`src/rtl/axi_llc_way_arbiter_pkg.sv`:
```
// Shared LLC types for the data-way arbiter: unit encodings, way payloads,
// macro latency and the outstanding-read bound derived from it.
package axi_llc_way_arbiter_pkg;

    typedef enum logic [1:0] {
        R_UNIT      = 2'd0,
        W_UNIT      = 2'd1,
        EVICT_UNIT  = 2'd2,
        REFILL_UNIT = 2'd3
    } cache_unit_e;

    localparam int unsigned DataMacroLatency = 1;
    localparam int unsigned NumUnits         = 4;
    localparam int unsigned MaxReads         = DataMacroLatency + 2;
    localparam int unsigned UnitIdxW         = $clog2(NumUnits);
    localparam int unsigned FifoCntW         = $clog2(MaxReads + 1);
    localparam int unsigned WayAddrW         = 8;
    localparam int unsigned WayDataW         = 16;

    typedef logic [UnitIdxW-1:0] unit_idx_t;

    typedef struct packed {
        cache_unit_e           cache_unit;
        logic                  we;
        logic [WayAddrW-1:0]   addr;
        logic [WayDataW-1:0]   wdata;
    } way_inp_t;

    typedef struct packed {
        cache_unit_e           cache_unit;
        logic [WayDataW-1:0]   data;
    } way_oup_t;

    typedef enum logic {
        ARB_IDLE   = 1'b0,
        ARB_LOCKED = 1'b1
    } arb_state_e;

    function automatic unit_idx_t next_unit(unit_idx_t idx);
        return (idx == unit_idx_t'(NumUnits - 1)) ? '0 : idx + unit_idx_t'(1);
    endfunction

endpackage

```
`src/rtl/axi_llc_way_arbiter_if.sv`:
```
// Unit-side and way-side request/response bundle of the way arbiter.
// valid/ready: a transfer happens on a cycle where both are high; a raised valid with its payload is held until that cycle.
interface axi_llc_way_arbiter_if;
    import axi_llc_way_arbiter_pkg::*;

    way_inp_t   [NumUnits-1:0] unit_inp_i;
    logic       [NumUnits-1:0] unit_inp_valid_i;
    logic       [NumUnits-1:0] unit_inp_ready_o;
    way_oup_t   [NumUnits-1:0] unit_out_o;
    logic       [NumUnits-1:0] unit_out_valid_o;
    logic       [NumUnits-1:0] unit_out_ready_i;
    way_inp_t                  way_inp_o;
    logic                      way_inp_valid_o;
    logic                      way_inp_ready_i;
    way_oup_t                  way_out_i;
    logic                      way_out_valid_i;
    logic                      way_out_ready_o;

    arb_state_e                dbg_state_o;
    unit_idx_t                 dbg_prio_o;
    unit_idx_t                 dbg_sel_o;
    logic [FifoCntW-1:0]       dbg_fifo_usage_o;
    logic                      dbg_fifo_full_o;
    logic                      dbg_fifo_empty_o;

    modport slave (
        input  unit_inp_i, unit_inp_valid_i, unit_out_ready_i,
               way_inp_ready_i, way_out_i, way_out_valid_i,
        output unit_inp_ready_o, unit_out_o, unit_out_valid_o,
               way_inp_o, way_inp_valid_o, way_out_ready_o,
               dbg_state_o, dbg_prio_o, dbg_sel_o,
               dbg_fifo_usage_o, dbg_fifo_full_o, dbg_fifo_empty_o
    );

    modport master (
        output unit_inp_i, unit_inp_valid_i, unit_out_ready_i,
               way_inp_ready_i, way_out_i, way_out_valid_i,
        input  unit_inp_ready_o, unit_out_o, unit_out_valid_o,
               way_inp_o, way_inp_valid_o, way_out_ready_o,
               dbg_state_o, dbg_prio_o, dbg_sel_o,
               dbg_fifo_usage_o, dbg_fifo_full_o, dbg_fifo_empty_o
    );

endinterface

```
`src/rtl/axi_llc_way_arbiter_fifo.sv`:
```
// Non-fall-through FIFO (fifo_v3 style) holding the unit index of each
// outstanding read; head is the registered storage entry.
module axi_llc_way_arbiter_fifo #(
    parameter int unsigned DEPTH = 3,
    parameter int unsigned WIDTH = 2,
    localparam int unsigned PtrW = (DEPTH > 1) ? $clog2(DEPTH) : 1,
    localparam int unsigned CntW = $clog2(DEPTH + 1)
) (
    input  logic             clk_i,
    input  logic             rst_i,
    input  logic             flush_i,
    input  logic             testmode_i,
    output logic             full_o,
    output logic             empty_o,
    output logic [CntW-1:0]  usage_o,
    input  logic [WIDTH-1:0] data_i,
    input  logic             push_i,
    output logic [WIDTH-1:0] data_o,
    input  logic             pop_i
);

    logic [WIDTH-1:0] mem_q [DEPTH];
    logic [WIDTH-1:0] mem_d [DEPTH];
    logic [PtrW-1:0]  rd_ptr_q, rd_ptr_d, wr_ptr_q, wr_ptr_d;
    logic [CntW-1:0]  cnt_q, cnt_d;
    logic             push_ok, pop_ok, mem_en;

    assign full_o  = (cnt_q == CntW'(DEPTH));
    assign empty_o = (cnt_q == '0);
    assign usage_o = cnt_q;
    assign data_o  = mem_q[rd_ptr_q];

    // Storage enable stands in for the clock gate; testmode keeps it open.
    assign mem_en = push_i | flush_i | testmode_i;

    always_comb begin
        mem_d    = mem_q;
        rd_ptr_d = rd_ptr_q;
        wr_ptr_d = wr_ptr_q;
        cnt_d    = cnt_q;
        push_ok  = push_i & (~full_o | pop_i);
        pop_ok   = pop_i & ~empty_o;
        if (push_ok) begin
            mem_d[wr_ptr_q] = data_i;
            wr_ptr_d = (wr_ptr_q == PtrW'(DEPTH - 1)) ? '0 : wr_ptr_q + PtrW'(1);
        end
        if (pop_ok) begin
            rd_ptr_d = (rd_ptr_q == PtrW'(DEPTH - 1)) ? '0 : rd_ptr_q + PtrW'(1);
        end
        case ({push_ok, pop_ok})
            2'b10:   cnt_d = cnt_q + CntW'(1);
            2'b01:   cnt_d = cnt_q - CntW'(1);
            default: cnt_d = cnt_q;
        endcase
        if (flush_i) begin
            rd_ptr_d = '0;
            wr_ptr_d = '0;
            cnt_d    = '0;
        end
    end

    always_ff @(posedge clk_i or posedge rst_i) begin
        if (rst_i) begin
            rd_ptr_q <= '0;
            wr_ptr_q <= '0;
            cnt_q    <= '0;
            mem_q    <= '{default: '0};
        end else begin
            rd_ptr_q <= rd_ptr_d;
            wr_ptr_q <= wr_ptr_d;
            cnt_q    <= cnt_d;
            if (mem_en) begin
                mem_q <= mem_d;
            end
        end
    end

endmodule

```
`src/rtl/axi_llc_way_arbiter.sv`:
```
// Round-robin arbiter sharing the LLC data-way port between units; records
// each read's issuer and routes the in-order read data back to it.
module axi_llc_way_arbiter
    import axi_llc_way_arbiter_pkg::*;
(
    input  logic                   clk_i,
    input  logic                   rst_i,
    input  logic                   test_i,
    axi_llc_way_arbiter_if.slave   bus
);

    arb_state_e          state_q, state_d;
    unit_idx_t           prio_q, prio_d, sel_q, sel_d;
    unit_idx_t           sel, winner, idx, fifo_head;
    logic [NumUnits-1:0] eligible;
    logic                found, req_valid, req_hs;
    logic                fifo_full, fifo_empty, fifo_push, fifo_pop;
    logic [FifoCntW-1:0] fifo_usage;

    always_comb begin
        for (int i = 0; i < NumUnits; i++) begin
            eligible[i] = bus.unit_inp_valid_i[i] & (bus.unit_inp_i[i].we | ~fifo_full);
        end
        found  = 1'b0;
        winner = prio_q;
        idx    = prio_q;
        for (int k = 0; k < NumUnits; k++) begin
            if (!found && eligible[idx]) begin
                found  = 1'b1;
                winner = idx;
            end
            idx = next_unit(idx);
        end

        // A stalled grant stays on its unit even if the FIFO fills meanwhile.
        sel       = (state_q == ARB_LOCKED) ? sel_q : winner;
        req_valid = (state_q == ARB_LOCKED) ? bus.unit_inp_valid_i[sel_q] : found;
        req_hs    = req_valid & bus.way_inp_ready_i;

        bus.way_inp_o       = bus.unit_inp_i[sel];
        bus.way_inp_valid_o = req_valid;
        // Gated by valid so a blocked read at the idle pointer is never acked.
        bus.unit_inp_ready_o      = '0;
        bus.unit_inp_ready_o[sel] = bus.way_inp_ready_i & req_valid;

        fifo_push = req_hs & ~bus.unit_inp_i[sel].we;

        state_d = state_q;
        sel_d   = sel_q;
        prio_d  = prio_q;
        if (req_hs) begin
            state_d = ARB_IDLE;
            prio_d  = next_unit(sel);
        end else if (req_valid) begin
            state_d = ARB_LOCKED;
            sel_d   = sel;
        end else begin
            state_d = ARB_IDLE;
        end
    end

    always_ff @(posedge clk_i or posedge rst_i) begin
        if (rst_i) begin
            state_q <= ARB_IDLE;
            prio_q  <= '0;
            sel_q   <= '0;
        end else begin
            state_q <= state_d;
            prio_q  <= prio_d;
            sel_q   <= sel_d;
        end
    end

    always_comb begin
        bus.unit_out_valid_o = '0;
        if (!fifo_empty) begin
            bus.unit_out_valid_o[fifo_head] = bus.way_out_valid_i;
        end
        bus.way_out_ready_o = ~fifo_empty & bus.unit_out_ready_i[fifo_head];
        fifo_pop            = bus.way_out_valid_i & bus.way_out_ready_o;
    end

    assign bus.unit_out_o = {NumUnits{bus.way_out_i}};

    axi_llc_way_arbiter_fifo #(
        .DEPTH (MaxReads),
        .WIDTH (UnitIdxW)
    ) u_route_fifo (
        .clk_i      (clk_i),
        .rst_i      (rst_i),
        .flush_i    (1'b0),
        .testmode_i (test_i),
        .full_o     (fifo_full),
        .empty_o    (fifo_empty),
        .usage_o    (fifo_usage),
        .data_i     (sel),
        .push_i     (fifo_push),
        .data_o     (fifo_head),
        .pop_i      (fifo_pop)
    );

    assign bus.dbg_state_o      = state_q;
    assign bus.dbg_prio_o       = prio_q;
    assign bus.dbg_sel_o        = sel_q;
    assign bus.dbg_fifo_usage_o = fifo_usage;
    assign bus.dbg_fifo_full_o  = fifo_full;
    assign bus.dbg_fifo_empty_o = fifo_empty;

    stray_read_data_a: assert property (@(posedge clk_i) disable iff (rst_i)
        !(bus.way_out_valid_i && fifo_empty));

endmodule
```
`src/flat_wrapper.sv`:
```
// flat-port wrapper written by rule: the top's interface ports become plain ports
module axi_llc_way_arbiter_flat import axi_llc_way_arbiter_pkg::*;
  (clk_i, rst_i, test_i, bus_unit_inp_i, bus_unit_inp_valid_i, bus_unit_out_ready_i, bus_way_inp_ready_i, bus_way_out_i, bus_way_out_valid_i, bus_unit_inp_ready_o, bus_unit_out_o, bus_unit_out_valid_o, bus_way_inp_o, bus_way_inp_valid_o, bus_way_out_ready_o, bus_dbg_state_o, bus_dbg_prio_o, bus_dbg_sel_o, bus_dbg_fifo_usage_o, bus_dbg_fifo_full_o, bus_dbg_fifo_empty_o);
  axi_llc_way_arbiter_if bus_i ();
  input  logic clk_i;
  input  logic rst_i;
  input  logic test_i;
  input wire logic [$bits(bus_i.unit_inp_i)-1:0] bus_unit_inp_i;
  input wire logic [$bits(bus_i.unit_inp_valid_i)-1:0] bus_unit_inp_valid_i;
  input wire logic [$bits(bus_i.unit_out_ready_i)-1:0] bus_unit_out_ready_i;
  input wire logic [$bits(bus_i.way_inp_ready_i)-1:0] bus_way_inp_ready_i;
  input wire logic [$bits(bus_i.way_out_i)-1:0] bus_way_out_i;
  input wire logic [$bits(bus_i.way_out_valid_i)-1:0] bus_way_out_valid_i;
  output wire logic [$bits(bus_i.unit_inp_ready_o)-1:0] bus_unit_inp_ready_o;
  output wire logic [$bits(bus_i.unit_out_o)-1:0] bus_unit_out_o;
  output wire logic [$bits(bus_i.unit_out_valid_o)-1:0] bus_unit_out_valid_o;
  output wire logic [$bits(bus_i.way_inp_o)-1:0] bus_way_inp_o;
  output wire logic [$bits(bus_i.way_inp_valid_o)-1:0] bus_way_inp_valid_o;
  output wire logic [$bits(bus_i.way_out_ready_o)-1:0] bus_way_out_ready_o;
  output wire logic [$bits(bus_i.dbg_state_o)-1:0] bus_dbg_state_o;
  output wire logic [$bits(bus_i.dbg_prio_o)-1:0] bus_dbg_prio_o;
  output wire logic [$bits(bus_i.dbg_sel_o)-1:0] bus_dbg_sel_o;
  output wire logic [$bits(bus_i.dbg_fifo_usage_o)-1:0] bus_dbg_fifo_usage_o;
  output wire logic [$bits(bus_i.dbg_fifo_full_o)-1:0] bus_dbg_fifo_full_o;
  output wire logic [$bits(bus_i.dbg_fifo_empty_o)-1:0] bus_dbg_fifo_empty_o;
  assign bus_i.unit_inp_i = bus_unit_inp_i;
  assign bus_i.unit_inp_valid_i = bus_unit_inp_valid_i;
  assign bus_i.unit_out_ready_i = bus_unit_out_ready_i;
  assign bus_i.way_inp_ready_i = bus_way_inp_ready_i;
  assign bus_i.way_out_i = bus_way_out_i;
  assign bus_i.way_out_valid_i = bus_way_out_valid_i;
  assign bus_unit_inp_ready_o = bus_i.unit_inp_ready_o;
  assign bus_unit_out_o = bus_i.unit_out_o;
  assign bus_unit_out_valid_o = bus_i.unit_out_valid_o;
  assign bus_way_inp_o = bus_i.way_inp_o;
  assign bus_way_inp_valid_o = bus_i.way_inp_valid_o;
  assign bus_way_out_ready_o = bus_i.way_out_ready_o;
  assign bus_dbg_state_o = bus_i.dbg_state_o;
  assign bus_dbg_prio_o = bus_i.dbg_prio_o;
  assign bus_dbg_sel_o = bus_i.dbg_sel_o;
  assign bus_dbg_fifo_usage_o = bus_i.dbg_fifo_usage_o;
  assign bus_dbg_fifo_full_o = bus_i.dbg_fifo_full_o;
  assign bus_dbg_fifo_empty_o = bus_i.dbg_fifo_empty_o;
  axi_llc_way_arbiter u_core (.clk_i(clk_i), .rst_i(rst_i), .test_i(test_i), .bus(bus_i));
endmodule
```
`config.mk`:
```
export PLATFORM = sky130hd
export DESIGN_NAME = axi_llc_way_arbiter_flat
export DESIGN_NICKNAME = d
export VERILOG_FILES = /design/src/rtl/axi_llc_way_arbiter_pkg.sv /design/src/rtl/axi_llc_way_arbiter_if.sv /design/src/rtl/axi_llc_way_arbiter_fifo.sv /design/src/rtl/axi_llc_way_arbiter.sv /design/src/flat_wrapper.sv
export SDC_FILE = /design/constraint.sdc
export NUM_CORES = 1
export LEC_CHECK = 0
export CORE_ASPECT_RATIO = 1.2
export CORE_MARGIN = 2
export CORE_UTILIZATION = 29
export DETAILED_ROUTE_END_ITERATION = 16
export PLACE_DENSITY = 0.79
export SYNTH_ARGS = -nofsm -noshare
export SYNTH_HDL_FRONTEND = slang
export SYNTH_HIERARCHICAL = 1
export SYNTH_SLANG_ARGS = --single-unit
```
`constraint.sdc`:
```
create_clock -name clk_i -period 4.6 [get_ports clk_i]
set_input_delay 1.15 -clock clk_i [delete_from_list [all_inputs] [get_ports clk_i]]
set_output_delay 1.15 -clock clk_i [all_outputs]
set_load 0.01 [all_outputs]
```
**Run 1: routing congestion map**

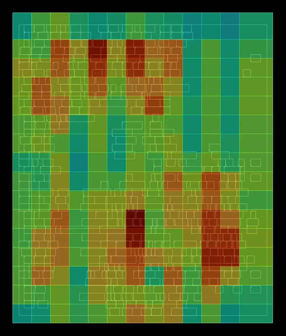
global-route met2 utilization: 0.348
total global routing track utilization: 0.177
GR Layer Usage met3: 0.0206
fraction of the core area covered by cells at the end of the flow: 0.509

**Run 1: selected gate families**

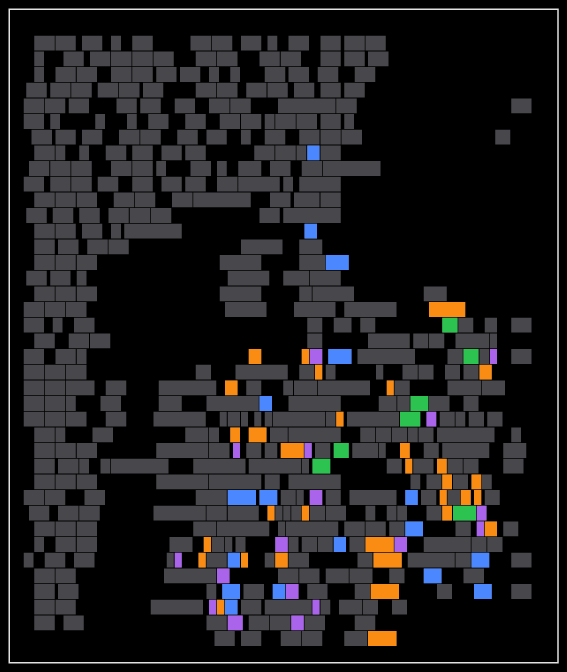
legend:
  NOR gates:
    colour: purple
    cells: 17
    most_used: nor2_1
  AND-OR and OR-AND gates:
    colour: green
    cells: 7
    most_used: a21o_1
  AND and OR gates:
    colour: blue
    cells: 17
    most_used: and2_4
  NAND gates:
    colour: orange
    cells: 32
    most_used: nand2_1
final instance count without filler cells: 601
most frequent logic cell in the layout: sky130_fd_sc_hd__clkdlybuf4s50_1

==> results.cfg, run 1 <==
; generated from flow reports
[sta]
final_critical_path_share_of_the_clock_period = 1.05
rsz0062_at_grt = true
final.hold.worst_slack_ns = 0.502
report.final.slew_viol_count = 0
fin_ws_ns = -0.235
final-setup-viol-count = 32
finalHoldViolCount = 0

[worst_setup_path]
crit_required_ns = 3.45
timing_worst_setup_path_type = in2out
timing.critical_path.buf_inv = 6
crit_arrival_ns = 3.69
crit_path_top_delay_cell = sky130_fd_sc_hd__mux4_2
maximum_fanout_encountered_on_the_critical_timing_path = 8

[layout]
insertedDiodeCount = 0
layout.nets = 623
layout-drive-gt1-share = 0.303
num-fill-cells = 856
final_cell_mix = sky130_fd_sc_hd__clkdlybuf4s50_1 (126), sky130_fd_sc_hd__mux2i_1 (85), sky130_fd_sc_hd__buf_4 (48)

[logic_synthesis]
synth.cellmix.simpleShare = 0.130
async_reset_ff_frac = 1.00
post_synth_most_frequent_cells = sky130_fd_sc_hd__mux2i_1 (87), sky130_fd_sc_hd__buf_4 (73), sky130_fd_sc_hd__dfrtp_1 (17)
post_synth_xor_area_fraction = 0.00304
top_logic_kind = multiplexers
mux_share = 0.363
top_area_frac = 0.302
synth-adder-area-share = 0.0217

[place]
port_buffers = 165
dpl-instance-area_sq_um = 4540
dpl_ws_ns = -1.03
dp.final_hpwl_um = 7830

[power_and_ir_drop]
max-vdd-ir-drop_v = 0.000402
static-leakage-power_nw = 2.26
powerComb_mw = 3.47

[min_path]
min_path_cells = 1

[outcome]
failed_checks = negative setup slack
run_status = finished with violations

[detailed_routing]
post_detailed_routing_wire_length_um = 9750
met2_length_um = 5430
vias_per_cell = 4.78
remaining_design_rule_violation_count = 0
top_layer_in_use = met4

[grt]
antenna_found_initial = 0
fraction_of_met1_tracks_used_by_global_routing = 0.178

[flow_run]
log.warning_count = 32

[clocking]
tritoncts = yes
clkSinkCount = 17
cts_hold_repair.buffers = 0

[floorplanning]
die-area_sq_um = 10800
dieHeight_um = 113
**Run 1: clock wires, drivers and flops**

The bar under the picture is 20 um long.
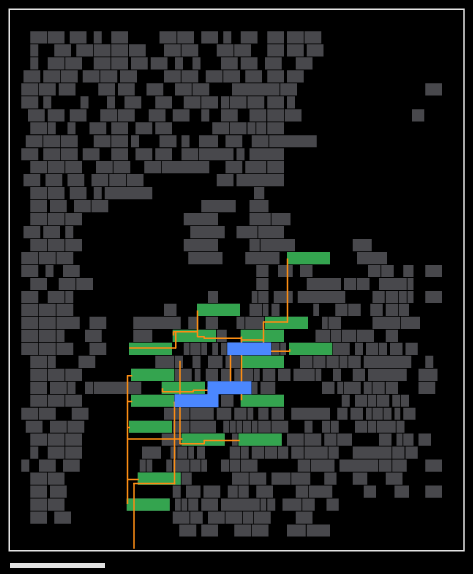
legend:
  cells driving clock nets:
    colour: blue
    count: 3
  clock wires:
    colour: orange
    length: 250 um
  flip-flops:
    colour: green
    count: 17
routed clock nets: 4
Skew-Pair Late Insertion Delay: 0.25 ns
Max Clock Skew: 0.00401 ns
Clk. pwr: 0.175 mW
relative contribution of the clock network to total power: 0.045

## run 1: state kept, by name, summed over array words and instances, names as in the netlist
signal and flops:
u_core/u_route_fifo/rd_ptr_q 2, u_core/bus.dbg_prio_o 2, u_core/bus.dbg_sel_o 2, u_core/u_route_fifo/wr_ptr_q 2, u_core/u_route_fifo/mem_q 6, u_core/u_route_fifo/usage_o 2
u_core/bus.dbg_state_o 1
## run 1: cell type report
cell class              count  area share
well taps                 123      0.0314
clock inverters             1     0.00102
repair buffers            231       0.465
flip-flops and latches     17      0.0869
clock buffers               3      0.0153
inverters                   8     0.00767
multi-input cells         218       0.393
## run 1: what timing repair did
item,4_1_cts,5_1_grt
pin swaps,9,2
endpoints found under the hold margin,0,0
gates cloned,6,0
endpoints found under the setup margin,33,32
buffers inserted,12,0
resized,184,2
==> run 1 -> run 2 <==
Settings changed: CORE_ASPECT_RATIO 1.2 to 0.5, SKIP_LAST_GASP set to 1.
**Run 2: where the registers sit**

The bar under the picture is 50 um long. Other sequential cells in the stronger grey, the rest of the logic in the fainter grey.
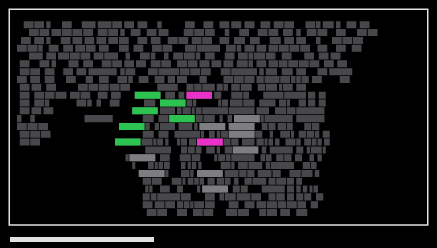
legend:
  u_core/u_route_fifo/wr_ptr_q:
    colour: magenta
    flops: 2
  u_core/u_route_fifo/mem_q:
    colour: green
    flops: 6

**Run 2: selected gate families**

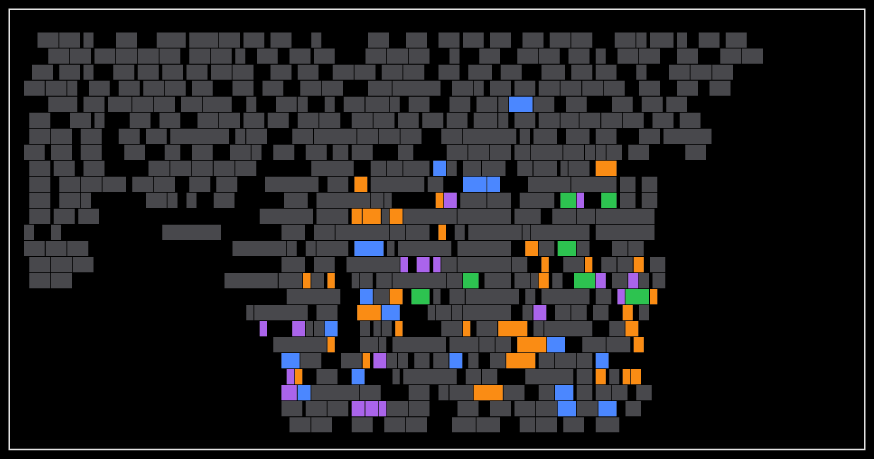
legend:
  AND-OR and OR-AND gates:
    colour: green
    cells: 7
    most_used: a21o_1
  NOR gates:
    colour: purple
    cells: 17
    most_used: nor2_1
  AND and OR gates:
    colour: blue
    cells: 17
    most_used: and2_4
  NAND gates:
    colour: orange
    cells: 32
    most_used: nand2_1

==> results.cfg, run 2 <==
; generated from flow reports
[place]
port_buffers = 165
dpl_ws_ns = -1.04

[worst_setup_path]
timing_worst_setup_path_type = in2out
timing.critical_path.buf_inv = 6

[outcome]
run_status = finished with violations
failed_checks = negative setup slack

[floorplanning]
num_tap_cells = 135

[sta]
finalHoldViolCount = 0
fin_ws_ns = -0.353
final-setup-viol-count = 31
report.final.slew_viol_count = 0

[layout]
final.signal_inverter_count = 8
largestClassByArea = non-clock buffers
finalNonFillerCells = 613
clock_cell_area_share = 0.0165
layout.nets = 623
seq_area_frac = 0.0874
layout.comb_gates.multi_input = 218
final.clkbuf_count = 3
nonClkBufAreaFrac = 0.441

[grt]
fraction_of_met1_tracks_used_by_global_routing = 0.192
grt_util_met3 = 0.0233

[logic_synthesis]
async_reset_ff_frac = 1.00
synth.cellmix.simpleShare = 0.130
mux_share = 0.363

[power_and_ir_drop]
static-leakage-power_nw = 2.20

[detailed_routing]
top_layer_in_use = met4
met2_length_um = 5200
vias_per_cell = 4.57
post_detailed_routing_wire_length_um = 9440
**Run 2: clock wires, drivers and flops**

The bar under the picture is 50 um long.
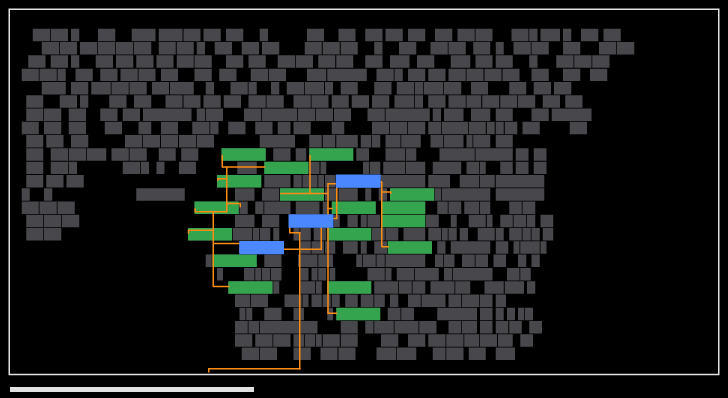
legend:
  flip-flops:
    colour: green
    count: 17
  clock wires:
    colour: orange
    length: 225 um
  cells driving clock nets:
    colour: blue
    count: 3
routed clock nets: 4
flops lie: middle
Max Clock Skew: 0.000863 ns
Clk. pwr: 0.171 mW
relative contribution of the clock network to total power: 0.047
Skew-Pair Late Insertion Delay: 0.24 ns

==> run 2: worst min-delay path by stage <==
stage	from	to	cells past startpoint	slack, ns
6_report	u_core/u_route_fifo/mem_q[2]	u_core/u_route_fifo/mem_q[2]	1	0.51
5_1_grt	u_core/u_route_fifo/mem_q[5]	u_core/u_route_fifo/mem_q[5]	1	0.52
4_1_cts	u_core/u_route_fifo/mem_q[5]	u_core/u_route_fifo/mem_q[5]	1	0.51
3_5_place_dp	u_core/u_route_fifo/mem_q[1]	u_core/u_route_fifo/mem_q[1]	1	0.50
3_3_place_gp	u_core/u_route_fifo/mem_q[5]	u_core/u_route_fifo/mem_q[5]	1	0.49
2_1_floorplan	u_core/u_route_fifo/mem_q[4]	u_core/u_route_fifo/mem_q[4]	1	0.48
Power figures rest on the tool's default switching activity, not on a simulated workload.
